$ cat config.mk
export PLATFORM = sky130hd
export DESIGN_NAME = ras_circular
export DESIGN_NICKNAME = d
export VERILOG_FILES = /design/src/rtl/ras_pkg.sv /design/src/rtl/ras_storage.sv /design/src/rtl/ras_circular.sv
export SDC_FILE = /design/constraint.sdc
export NUM_CORES = 1
export LEC_CHECK = 0
export CAP_MARGIN = 0
export CORE_ASPECT_RATIO = 0.6
export CORE_MARGIN = 5
export CORE_UTILIZATION = 40
export CTS_CLUSTER_DIAMETER = 40
export DETAILED_ROUTE_END_ITERATION = 7
export GPL_ROUTABILITY_DRIVEN = 0
export GPL_TIMING_DRIVEN = 1
export PLACE_DENSITY_LB_ADDON = 0.08
export SETUP_SLACK_MARGIN = 0.1
export SYNTH_ARGS = -nofsm -noshare
export SYNTH_HDL_FRONTEND = slang
export SYNTH_SLANG_ARGS = --single-unit
$ cat constraint.sdc
create_clock -name CLK -period 5.8 [get_ports CLK]
set_input_delay 1.16 -clock CLK [delete_from_list [all_inputs] [get_ports CLK]]
set_output_delay 1.16 -clock CLK [all_outputs]
set_load 0.05 [all_outputs]
$ cat src/rtl/ras_pkg.sv
// ============================================================================
// ras_pkg : shared defaults, width helpers and checkpoint type for the RAS
// Rev 1.0 | optional top repair adds a field under RAS_TOP_REPAIR_EN
// ============================================================================
`default_nettype none

package ras_pkg;

    localparam int RAS_DEPTH_DEF = 16;
    localparam int RAS_AW_DEF    = 32;

    function automatic int ras_ptr_w(input int depth);
        return $clog2(depth);
    endfunction

    function automatic int ras_cnt_w(input int depth);
        return $clog2(depth) + 1;
    endfunction

    localparam int RAS_PTR_W_DEF = ras_ptr_w(RAS_DEPTH_DEF);
    localparam int RAS_CNT_W_DEF = ras_cnt_w(RAS_DEPTH_DEF);

    // One struct so the pipeline carries the whole checkpoint as a unit
    typedef struct packed {
        logic [RAS_PTR_W_DEF-1:0] ptr;
        logic [RAS_CNT_W_DEF-1:0] cnt;
`ifdef RAS_TOP_REPAIR_EN
        logic [RAS_AW_DEF-1:0]    top;
`endif
    } ras_ckpt_t;

endpackage

`default_nettype wire

$ cat src/rtl/ras_storage.sv
// ============================================================================
// ras_storage : DEPTH x AW register file, 1 sync write, 1 async read port
// Rev 1.0
// ============================================================================
`default_nettype none

module ras_storage #(
    parameter int DEPTH = 16,
    parameter int AW    = 32,
    parameter int PTR_W = $clog2(DEPTH)
) (
    input  logic             clk,
    input  logic             rst,
    input  logic             i_we,
    input  logic [PTR_W-1:0] i_waddr,
    input  logic [AW-1:0]    i_wdata,
    input  logic [PTR_W-1:0] i_raddr,
    output logic [AW-1:0]    o_rdata
);

    logic [AW-1:0] r_mem [DEPTH];

    always_ff @(posedge clk) begin
        if (rst) begin
            for (int i = 0; i < DEPTH; i++) begin
                r_mem[i] <= '0;
            end
        end else if (i_we) begin
            r_mem[i_waddr] <= i_wdata;
        end
    end

    assign o_rdata = r_mem[i_raddr];

endmodule

`default_nettype wire

$ cat src/rtl/ras_circular.sv
// ============================================================================
// ras_circular : circular return address stack with checkpoint/restore
// Rev 1.0 | RAS_TOP_REPAIR_EN adds restore_top_i / ckpt_top_o top repair
// ============================================================================
`default_nettype none

module ras_circular
    import ras_pkg::*;
#(
    parameter int DEPTH = RAS_DEPTH_DEF,
    parameter int AW    = RAS_AW_DEF,
    parameter int PTR_W = ras_ptr_w(DEPTH),
    parameter int CNT_W = ras_cnt_w(DEPTH)
) (
    input  logic             CLK,
    input  logic             RESET,
    input  logic             push_i,
    input  logic [AW-1:0]    push_addr_i,
    input  logic             pop_i,
    output logic             hit_o,
    output logic [AW-1:0]    pred_addr_o,
    output logic [PTR_W-1:0] ckpt_ptr_o,
    output logic [CNT_W-1:0] ckpt_cnt_o,
    input  logic             restore_i,
    input  logic [PTR_W-1:0] restore_ptr_i,
    input  logic [CNT_W-1:0] restore_cnt_i,
`ifdef RAS_TOP_REPAIR_EN
    input  logic [AW-1:0]    restore_top_i,
    output logic [AW-1:0]    ckpt_top_o,
`endif
    output logic [CNT_W-1:0] count_o,
    output logic             overflow_o,
    output logic             underflow_o
);

    localparam logic [CNT_W-1:0] c_full    = CNT_W'(DEPTH);
    localparam logic [PTR_W-1:0] c_tos_rst = PTR_W'(DEPTH - 1);

    logic [PTR_W-1:0] r_tos;
    logic [CNT_W-1:0] r_cnt;
    logic             r_ovf;
    logic             r_udf;

    logic             w_nonempty;
    logic             w_full;
    logic             w_swap;
    logic [PTR_W-1:0] w_tos_inc;
    logic [CNT_W-1:0] w_rcnt;
    logic             w_we;
    logic [PTR_W-1:0] w_waddr;
    logic [AW-1:0]    w_wdata;
    logic [AW-1:0]    w_rdata;

    assign w_nonempty = (r_cnt != '0);
    assign w_full     = (r_cnt == c_full);
    assign w_swap     = push_i && pop_i && w_nonempty;
    assign w_tos_inc  = r_tos + PTR_W'(1);
    assign w_rcnt     = (restore_cnt_i > c_full) ? c_full : restore_cnt_i;

    // Restore and push share the single write port; restore always wins
    always_comb begin
        w_we    = 1'b0;
        w_waddr = w_tos_inc;
        w_wdata = push_addr_i;
        if (restore_i) begin
`ifdef RAS_TOP_REPAIR_EN
            w_we    = 1'b1;
            w_waddr = restore_ptr_i;
            w_wdata = restore_top_i;
`endif
        end else if (push_i) begin
            w_we = 1'b1;
            if (w_swap) begin
                w_waddr = r_tos;
            end
        end
    end

    always_ff @(posedge CLK) begin
        if (RESET) begin
            r_tos <= c_tos_rst;
            r_cnt <= '0;
            r_ovf <= 1'b0;
            r_udf <= 1'b0;
        end else begin
            r_ovf <= 1'b0;
            r_udf <= 1'b0;
            if (restore_i) begin
                r_tos <= restore_ptr_i;
                r_cnt <= w_rcnt;
            end else if (w_swap) begin
                r_tos <= r_tos;
            end else if (push_i) begin
                r_tos <= w_tos_inc;
                if (w_full) begin
                    r_ovf <= 1'b1;
                end else begin
                    r_cnt <= r_cnt + CNT_W'(1);
                end
            end else if (pop_i) begin
                if (w_nonempty) begin
                    r_tos <= r_tos - PTR_W'(1);
                    r_cnt <= r_cnt - CNT_W'(1);
                end else begin
                    r_udf <= 1'b1;
                end
            end
        end
    end

    ras_storage #(
        .DEPTH (DEPTH),
        .AW    (AW),
        .PTR_W (PTR_W)
    ) u_storage (
        .clk     (CLK),
        .rst     (RESET),
        .i_we    (w_we),
        .i_waddr (w_waddr),
        .i_wdata (w_wdata),
        .i_raddr (r_tos),
        .o_rdata (w_rdata)
    );

    assign hit_o       = pop_i && w_nonempty && !restore_i;
    assign pred_addr_o = w_nonempty ? w_rdata : '0;
    assign ckpt_ptr_o  = r_tos;
    assign ckpt_cnt_o  = r_cnt;
    assign count_o     = r_cnt;
    assign overflow_o  = r_ovf;
    assign underflow_o = r_udf;
`ifdef RAS_TOP_REPAIR_EN
    assign ckpt_top_o  = w_rdata;
`endif

endmodule

`default_nettype wire

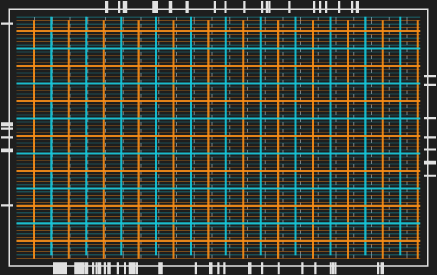
**Above:** run 1 (floorplan with the power grid).
Pins as bars on the die edge. Tap cells in grey.
[VSS] orange
[VDD] cyan
tap cells: 781
signal pins: 95
Die Y-Extent: 198.6 um
DIE WIDTH: 324.4 um
core region area: 58,970 um^2
VDD IR-drop max: 0.2235 mV

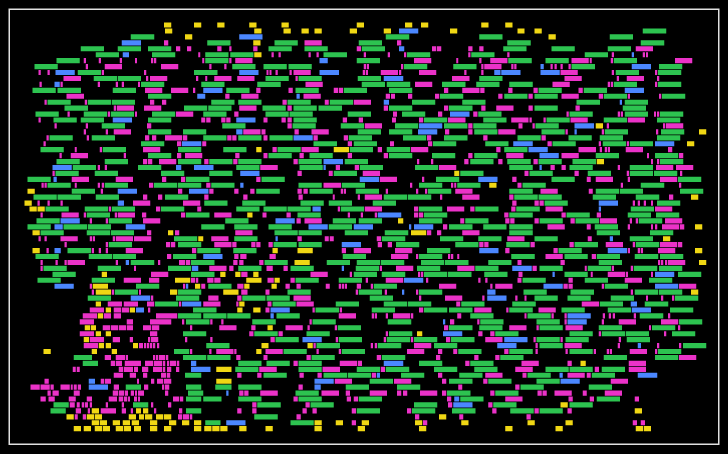
**Above:** run 1 (placement by cell class).
[clock drivers and dummy loads] blue | cells: 114
[remaining logic cells] magenta | cells: 873
[remaining buffers and delay cells] yellow | cells: 144
[registers] green | cells: 527

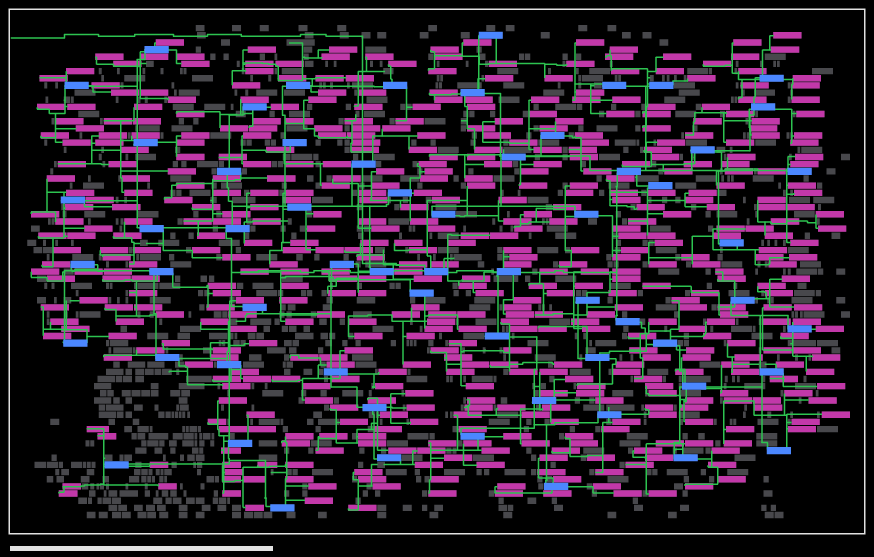
**Above:** run 1 (clock network drawn from the DEF).
Bar = 100 um.
[clock-net drivers] blue | count: 61
[clock wires] green | length: 7,180 um
[flip-flops] magenta | count: 527
flops lie: all over the die
routed clock nets: 62
clock group power: 3950 uW
Clk pwr share: 38.8%
Final Skew: 0.01362 ns

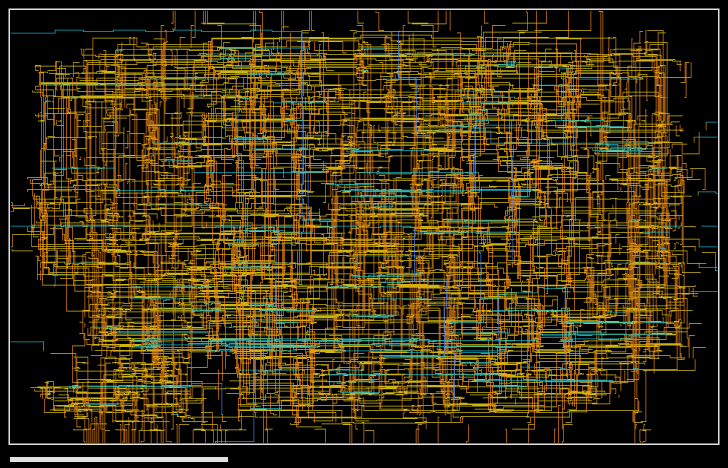
**Above:** run 1 (routed metal, one colour a layer).
Bar = 100 um.
[M3] cyan | wire length: 5,260 um
[M2] orange | wire length: 30.2 mm
[M4] blue | wire length: 1,060 um
[M1] yellow | wire length: 33.9 mm
via count: 14,163
Wirelength per Cell: 28.83 um
final WL: 70.37 mm
GRT Util Overall: 21.79%

==> flow_summary_export.csv, run 1 <==
group,metric,value,unit
worst_setup_path,critical_path.cell_chain,"buf_12 > mux4_2 > mux4_2 > nor2b_1 > clkdlybuf4s50_1",
global_route,grt_pass1_wl,102.8,mm
timing,worst_pin_slew,0.9256,ns
worst_setup_path,worstSetupEndpoint,"pred_addr_o[11]",
timing,fmax,196.8,MHz
clock_tree,clkSlewWorstSetupHoldPaths,0.06,ns
min_path,min_to,"ckpt_cnt_o[2]$_SDFFE_PP0P_",
finish,fillers,5064,
job,tool_warnings,27,
floorplanning,fp_util,40.24,%
floorplanning,num_io_pins,95,
finish,final_util,47.13,%
timing,rsz0062_at_grt,"false",
worst_setup_path,slowest_stage,"dfxtp_4",
logic_synthesis,ff_type,"edfxtp_1",
clock_tree,cts_root_buf,"clkbuf_16",
logic_synthesis,ys_cells,1538,
min_path,min-delay-start,"ckpt_cnt_o[2]$_SDFFE_PP0P_",
power,power_density,366.0,nW/um^2
finish,lay_top_count,"edfxtp_1",
run_status,status,"finished, final reports clean",
worst_setup_path,rrSetupSlack,2.05,ns
global_route,grt_max_degree,87,
min_path,min_path_type,"reg2reg",
[run 1: registers in the layout, indices dropped and copies added (netlist names), named ones only]
name / cells
ckpt_cnt_o: 5
ckpt_ptr_o: 4
overflow_o: 1
u_storage.r_mem: 512
underflow_o: 1
[run 1: worst max-delay path, delay by kind of cell (launching register included)]
| kind | cells | cell delay (ns) |
|---|---|---|
| simple gates | 1 | 0.17 |
| flops | 1 | 0.82 |
| mux | 2 | 1.15 |
| buf+inv | 2 | 1.07 |
[run 1: stage by stage]
step / total power, uW / std cells / hold slack, ns
after global placement: 6310 / 2325 / 0.5878
after detailed placement: 6313 / 2325 / 0.5907
after global routing: 10530 / 2441 / 0.6415
final: 10170 / 2441 / 0.6006
after floorplan: 5601 / 1538 / 0.7411
after CTS: 10260 / 2439 / 0.5992
[run 1: cell usage after synthesis (2+ instances only)]
| cell type | number | area share [%] |
|---|---|---|
| edfxtp_1 | 512 | 65 |
| nor2_1 | 267 | 4.2 |
| and3_1 | 258 | 6.8 |
| mux4_2 | 160 | 15 |
| clkbuf_1 | 67 | 1.1 |
| buf_2 | 45 | 0.95 |
| nand2_1 | 43 | 0.68 |
| nor2b_1 | 36 | 0.95 |
| dfxtp_1 | 15 | 1.3 |
| nand3_1 | 13 | 0.27 |
| buf_1 | 10 | 0.16 |
| a21o_1 | 9 | 0.28 |
| inv_1 | 9 | 0.14 |
| a21oi_1 | 8 | 0.17 |
| buf_4 | 8 | 0.25 |
| clkbuf_2 | 8 | 0.17 |
| o21bai_1 | 8 | 0.25 |
| xnor2_1 | 7 | 0.26 |
| ha_1 | 5 | 0.26 |
| mux2i_1 | 5 | 0.21 |
| o21ai_0 | 5 | 0.11 |
| nor3_1 | 4 | 0.084 |
| xor2_1 | 3 | 0.11 |
| and2b_1 | 2 | 0.063 |
| mux2_2 | 2 | 0.095 |
| nand2b_1 | 2 | 0.053 |
| o211ai_1 | 2 | 0.063 |
| o22ai_1 | 2 | 0.053 |
| or3b_2 | 2 | 0.074 |
| or4_1 | 2 | 0.063 |
[run 1: where the power goes]
part	total [uW]	switching, uW	internal, uW
Clock	3950	1660	2280
Combinational	1770	1150	619
Sequential	4460	103	4350
[run 1: logic make-up after synthesis]
family | after synthesis | share of synthesized area [%]
simple gates | 635 | 13.46
buf+inv | 147 | 2.732
mux | 168 | 15.54
fa+ha+maj | 6 | 0.3481
xor+xnor | 12 | 0.5538
compound gates | 43 | 1.297
flops | 527 | 66.07
[run 1: metal layers]
| layer | wire length (um) | track usage [%] |
|---|---|---|
| met4 | 1057 | 3.809 |
| met5 | 0 | 0 |
| met3 | 5255 | 3.815 |
| met2 | 30170 | 31.79 |
| met1 | 33890 | 34.72 |
[run 1: area by class of cell]
class / instances / area (um^2) / share of cell area [%]
antenna: 2 / 5.005 / 0.01801
clock buffer: 72 / 1610 / 5.795
clock inverter: 42 / 440.4 / 1.585
inverter: 9 / 33.78 / 0.1216
multi-input combinational: 864 / 7584 / 27.29
sequential: 527 / 15690 / 56.44
tap: 781 / 977.2 / 3.516
timing repair buffer: 144 / 1454 / 5.232
==> inputs of run 2 (changes only) <==
CTS_CLUSTER_SIZE = 24   (was not set)
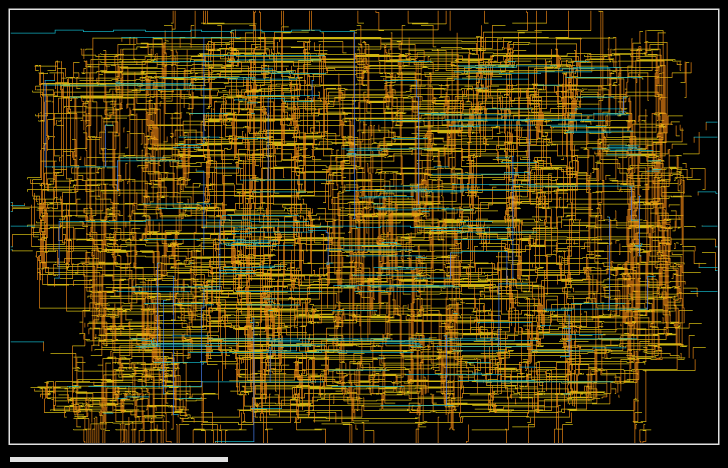
**Above:** run 2 (routed metal, one colour a layer).
Bar = 100 um.
GRT Util Overall: 21.76%
via count: 14,150
final WL: 70.34 mm
Wirelength per Cell: 28.86 um

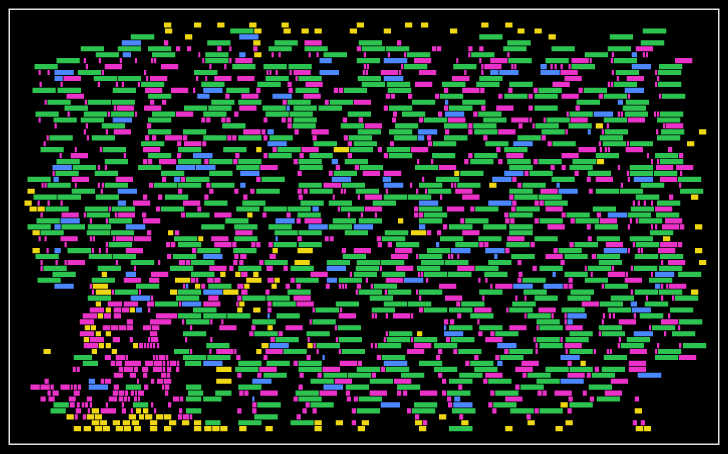
**Above:** run 2 (placement by cell class).
[registers] green | cells: 527
[clock drivers and dummy loads] blue | cells: 110
[remaining buffers and delay cells] yellow | cells: 144
[remaining logic cells] magenta | cells: 873

==> run 2 against run 1 <==
  * Critical path type unchanged
  * Count of clock-buffer cells in the layout fell by 3
  * Routed wire length barely moved
  * Combinational power barely moved
  * Maximum frequency barely moved
  * Highest routed layer unchanged
  * Cell area barely moved
  * Hold slack got worse by 0.0079 ns
  * Register-to-register slack got worse by 0.02 ns
  * Largest cell class unchanged
  * Synthesized cell count did not move
  * Global-route usage barely moved
  * Flip-flop count did not move
==> flow_summary_export.csv, run 2 <==
group,metric,value,unit
floorplanning,rows,69,
global_route,grt_max_degree,87,
timing,hold_slack,0.5927,ns
logic_synthesis,top_cell_area_share,64.80,%
routing,detail_route.iter0.violations,1456,
logic_synthesis,top_cell,"edfxtp_1",
power,power_density,365.8,nW/um^2
finish,largest_reg_flops,512,
clock_tree,postCtsSetupBuffers,0,
logic_synthesis,top_area_cell,"edfxtp_1",
clock_tree,clkSlewWorstSetupHoldPaths,0.06,ns
worst_setup_path,cp_common_cell,"mux4_2",
finish,post_route_cells_drive_above_1_share,21.58,%
worst_setup_path,slowest_stage,"dfxtp_4",
min_path,min_path_type,"reg2reg",
worst_setup_path,critical_path.cell_chain,"buf_12 > mux4_2 > mux4_2 > nor2b_1 > clkdlybuf4s50_1",
job,drv_cap,0,
floorplanning,die.size.y,198.6,um
logic_synthesis,area_leaders,"edfxtp_1, mux4_2, and3_1",
floorplanning,core,58970,um^2
timing,worst_pin_slew,0.9279,ns
clock_tree,cts_sinks,527,
global_route,grt_pass1_wl,102.5,mm
run_status,status,"finished, final reports clean",
floorplanning,num_io_pins,95,
finish,lay_top_count,"edfxtp_1",
logic_synthesis,floorplan.nets,1590,
finish,fillers,5050,
worst_setup_path,worstPathRequired,4.64,ns
global_route,antenna_found_initial,4,
logic_synthesis,edf_count,512,
job,tool_warnings,27,
timing,fmax,196.9,MHz
timing,fin_crit,5.078,ns
floorplanning,fp_util,40.24,%
finish,largest-register,"u_storage.r_mem",
logic_synthesis,ys_cells,1538,
clock_tree,cts_root_buf,"clkbuf_16",
floorplanning,die_x,324.4,um
worst_setup_path,cpPeakStageDelay,0.82,ns
logic_synthesis,ff_type,"edfxtp_1",
logic_synthesis,ys_ff,527,
timing,rsz0062_at_grt,"false",
timing,finalClockSkew,0.01467,ns
logic_synthesis,top_cells_by_count,"edfxtp_1, nor2_1, and3_1, mux4_2, clkbuf_1",
power,power,10170,uW
worst_setup_path,crit_path_end_kind,"output port",
clock_tree,cts.path.max_buffers,3,
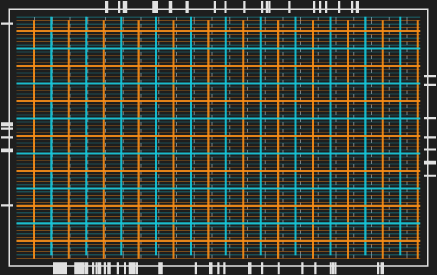
**Above:** run 2 (floorplan with the power grid).
Pins as bars on the die edge. Tap cells in grey.
VDD IR-drop max: 0.2412 mV

## run 2: metal layers
layer,global-route usage (%),vias to the layer above,routed length (um)
li1,-,6056,-
met1,34.46,7508,34210
met2,31.94,510,30130
met3,4.014,76,5024
met4,3.551,0,979
met5,0,-,0
## run 2: path summary, 6_finish.rpt
| kind | from | endpoint | slack [ns] | cells after the start |
|---|---|---|---|---|
| worst max register to register | ckpt_cnt_o[1]$_SDFFE_PP0P_ | u_storage.r_mem[15][20]$_SDFFCE_PN0P_ | 2.03 | 7 |
| worst min register to register | ckpt_cnt_o[2]$_SDFFE_PP0P_ | ckpt_cnt_o[2]$_SDFFE_PP0P_ | 0.59 | 2 |
| worst min-delay path | ckpt_cnt_o[2]$_SDFFE_PP0P_ | ckpt_cnt_o[2]$_SDFFE_PP0P_ | 0.59 | 2 |
| worst max-delay path | register | pred_addr_o[11] | 0.72 | 5 |
## run 2: cell type report
class | count | area [um^2] | area share [%]
Clock buffer | 69 | 1577 | 5.672
Sequential cell | 527 | 15690 | 56.43
Clock inverter | 41 | 479.2 | 1.724
Timing Repair Buffer | 144 | 1454 | 5.231
Antenna cell | 2 | 5.005 | 0.01801
Inverter | 9 | 33.78 | 0.1215
Tap cell | 781 | 977.2 | 3.516
Multi-Input combinational cell | 864 | 7584 | 27.28
## run 2: cell families (layout without fill, tap and decap cells)
group / after synthesis / after routing / synth area share [%]
adder cells (fa/ha/maj): 6 / 6 / 0.3481
AND/OR/NAND/NOR: 635 / 635 / 13.46
buffers and inverters: 147 / 263 / 2.732
multiplexers: 168 / 168 / 15.54
XOR/XNOR: 12 / 12 / 0.5538
flip-flops: 527 / 527 / 66.07
other: 0 / 2 / 0
AND-OR/OR-AND: 43 / 43 / 1.297
## run 2: metrics by stage
step | setup WS, ns | instances | util [%]
detailed placement | 1.099 | 2325 | 43.64
global route | 0.5512 | 2437 | 47.14
floorplan | 1.444 | 1538 | -
CTS | 0.6487 | 2435 | 47.13
global placement | 1.076 | 2325 | 43.64
finish | 0.7215 | 2437 | 47.14
## run 2: power breakdown
part	leakage [uW]	switching (uW)	internal (uW)	total, uW
registers	0.00543	103	4350	4460
clock network	0.000991	1680	2260	3940
logic	0.00408	1150	619	1770
## run 2: critical path, delay by kind of cell, from the launching register on
family / cells / cell delay, ns
DFF: 1 / 0.82
buffers and inverters: 2 / 1.08
and+or+nand+nor: 1 / 0.17
muxes: 2 / 1.17
==> inputs of run 3 (changes only) <==
CORE_ASPECT_RATIO = 0.8   (was 0.6)
CORE_UTILIZATION = 55   (was 40)
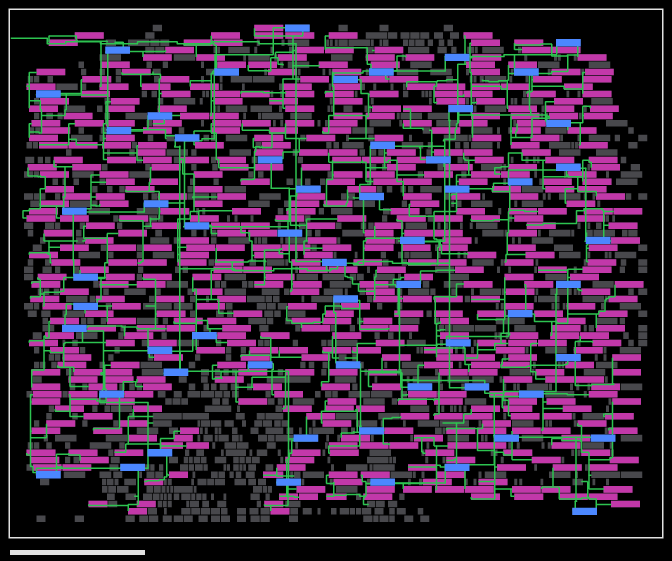
**Above:** run 3 (clock network drawn from the DEF).
Bar = 50 um.
[flip-flops] magenta | count: 527
[clock wires] green | length: 6,350 um
[clock-net drivers] blue | count: 58
routed clock nets: 59
flops lie: all over the die

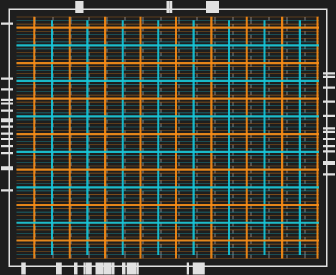
**Above:** run 3 (floorplan with the power grid).
Pins as bars on the die edge. Tap cells in grey.
[VSS] orange
[VDD] cyan
tap cells: 560
signal pins: 95

==> run 3 against run 2 <==
  * Via count increased by 0.45%
  * Count of clock-buffer cells in the layout shrank 2
  * Combinational power about the same
  * Area after synthesis is the same
==> flow_summary_export.csv, run 3 <==
group,metric,value,unit
logic_synthesis,top_cell_area_share,64.80,%
global_route,grt_max_degree,59,
worst_setup_path,crit_path_end_kind,"output port",
worst_setup_path,critPathTopFamily,"multiplexers",
timing,finalClockSkew,0.04175,ns
worst_setup_path,r2r_start,"ckpt_cnt_o[1]$_SDFFE_PP0P_",
global_route,antenna_found_initial,4,
logic_synthesis,area_leaders,"edfxtp_1, mux4_2, and3_1",
worst_setup_path,cp_common_cell,"mux4_2",
worst_setup_path,worstPathRequired,4.64,ns
routing,routed_wl,65.40,mm
min_path,min_path_type,"reg2reg",
worst_setup_path,critical_path.cell_chain,"buf_4 > mux4_2 > mux4_2 > nor2b_1 > clkdlybuf4s50_1",
run_status,status,"finished, final reports clean",
power,swShare,28.25,%
timing,rsz0062_at_grt,"false",
finish,antennaDiodeCount,0,
clock_tree,cts_root_buf,"clkbuf_16",
logic_synthesis,top_cell,"edfxtp_1",
timing,fmax,202.6,MHz
logic_synthesis,top_cells_by_count,"edfxtp_1, nor2_1, and3_1, mux4_2, clkbuf_1",
logic_synthesis,top_area_cell,"edfxtp_1",
worst_setup_path,cpPeakStageDelay,0.75,ns
logic_synthesis,edf_count,512,
global_route,grt_pass1_wl,96.11,mm
routing,wl_per_cell,29.63,um
power,ir_drop,0.2699,mV
routing,via_count,14214,
clock_tree,cts_sinks,527,
job,drv_cap,0,
power,clkPwrFrac,38.0,%
logic_synthesis,ys_cells,1538,
finish,fillers,3083,
job,tool_warnings,27,
power,power_frac_seq,44.6,%
worst_setup_path,crit_buf_inv,2,
finish,largest_reg_flops,512,
logic_synthesis,ff_type,"edfxtp_1",
power,switching_power,2825,uW
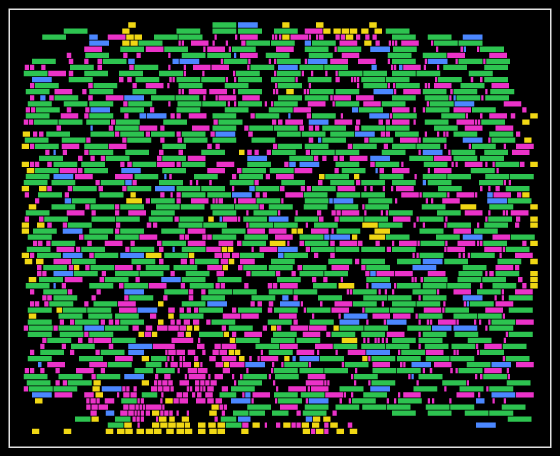
**Above:** run 3 (placement by cell class).
Core Util, Final: 63.85%
flop share of the area: 57.29%
core region area: 42,880 um^2
num rows: 68

==> run 3: worst reg2reg max path: stages (launching register included) <==
cell and delay (ns):
dfxtp_1 0.37, or4_1 0.76, o211ai_4 0.34, mux2i_1 0.50
nor2b_4 0.24, buf_4 0.34, a21o_2 0.77
==> run 3: cell type report <==
cell class	instances	share of cell area [%]
Sequential cell	527	57.29
Multi-Input combinational cell	864	27.70
Clock buffer	67	5.502
Timing Repair Buffer	139	5.082
Tap cell	560	2.559
Clock inverter	41	1.741
Inverter	9	0.1234
==> run 3: through the flow <==
step | utilization, % | setup WS [ns] | std cells | power [uW] | area [um^2]
3_5_place_dp | 59.22 | 0.9599 | 2099 | 6271 | 25390
4_1_cts | 63.85 | 0.8134 | 2207 | 10030 | 27380
2_1_floorplan | - | 1.444 | 1538 | 5601 | 23730
5_1_grt | 63.85 | 0.7163 | 2207 | 10300 | 27380
6_report | 63.85 | 0.8637 | 2207 | 10000 | 27380
3_3_place_gp | 59.22 | 1.041 | 2099 | 6258 | 25390
==> run 3: kinds of logic (layout without fill, tap and decap cells) <==
| kind of cell | after synthesis | after routing | share of synthesized area [%] |
|---|---|---|---|
| AND-OR/OR-AND | 43 | 43 | 1.297 |
| XOR/XNOR | 12 | 12 | 0.5538 |
| adder cells (fa/ha/maj) | 6 | 6 | 0.3481 |
| buffers and inverters | 147 | 256 | 2.732 |
| flip-flops | 527 | 527 | 66.07 |
| multiplexers | 168 | 168 | 15.54 |
| AND/OR/NAND/NOR | 635 | 635 | 13.46 |
==> run 3: power groups by stage <==
stage / clock, uW / sequential [uW] / combinational, uW
floorplan: 0 / 4500 / 1100
global placement: 0 / 4540 / 1720
detailed placement: 0 / 4540 / 1730
CTS: 3840 / 4460 / 1730
global route: 4000 / 4480 / 1820
finish: 3800 / 4460 / 1740
==> run 3: final timing paths <==
path	endpoint	slack [ns]	cells past startpoint
setup / recovery	pred_addr_o[21]	0.86	5
hold / removal	ckpt_cnt_o[1]$_SDFFE_PP0P_	0.61	2
setup reg to reg	u_storage.r_mem[15][26]$_SDFFCE_PN0P_	2.09	6
hold reg to reg	ckpt_cnt_o[1]$_SDFFE_PP0P_	0.61	2
==> run 3: per-layer routing <==
layer / up-vias / part of all wire [%] / track usage [%]
li1: 6024 / - / -
met1: 7321 / 41 / 41.05
met2: 787 / 44 / 40.06
met3: 80 / 13 / 9.916
met4: 2 / 1.5 / 5.726
met5: - / 0.011 / 0

==> screenshots <==
Routing congestion map.
Plate I
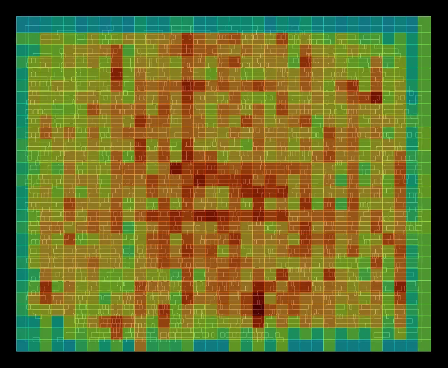
Plate II
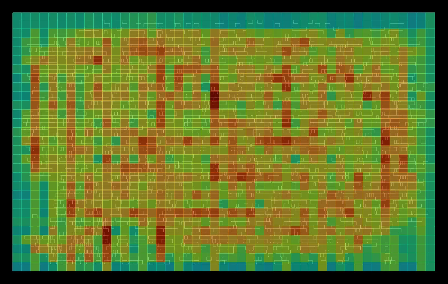
Of these, highest track usage: Plate I
Of these, highest utilization: Plate I
Plate I -> run 3
Plate II -> run 2

No activity file was given, so power comes from the tool's default toggle rates.
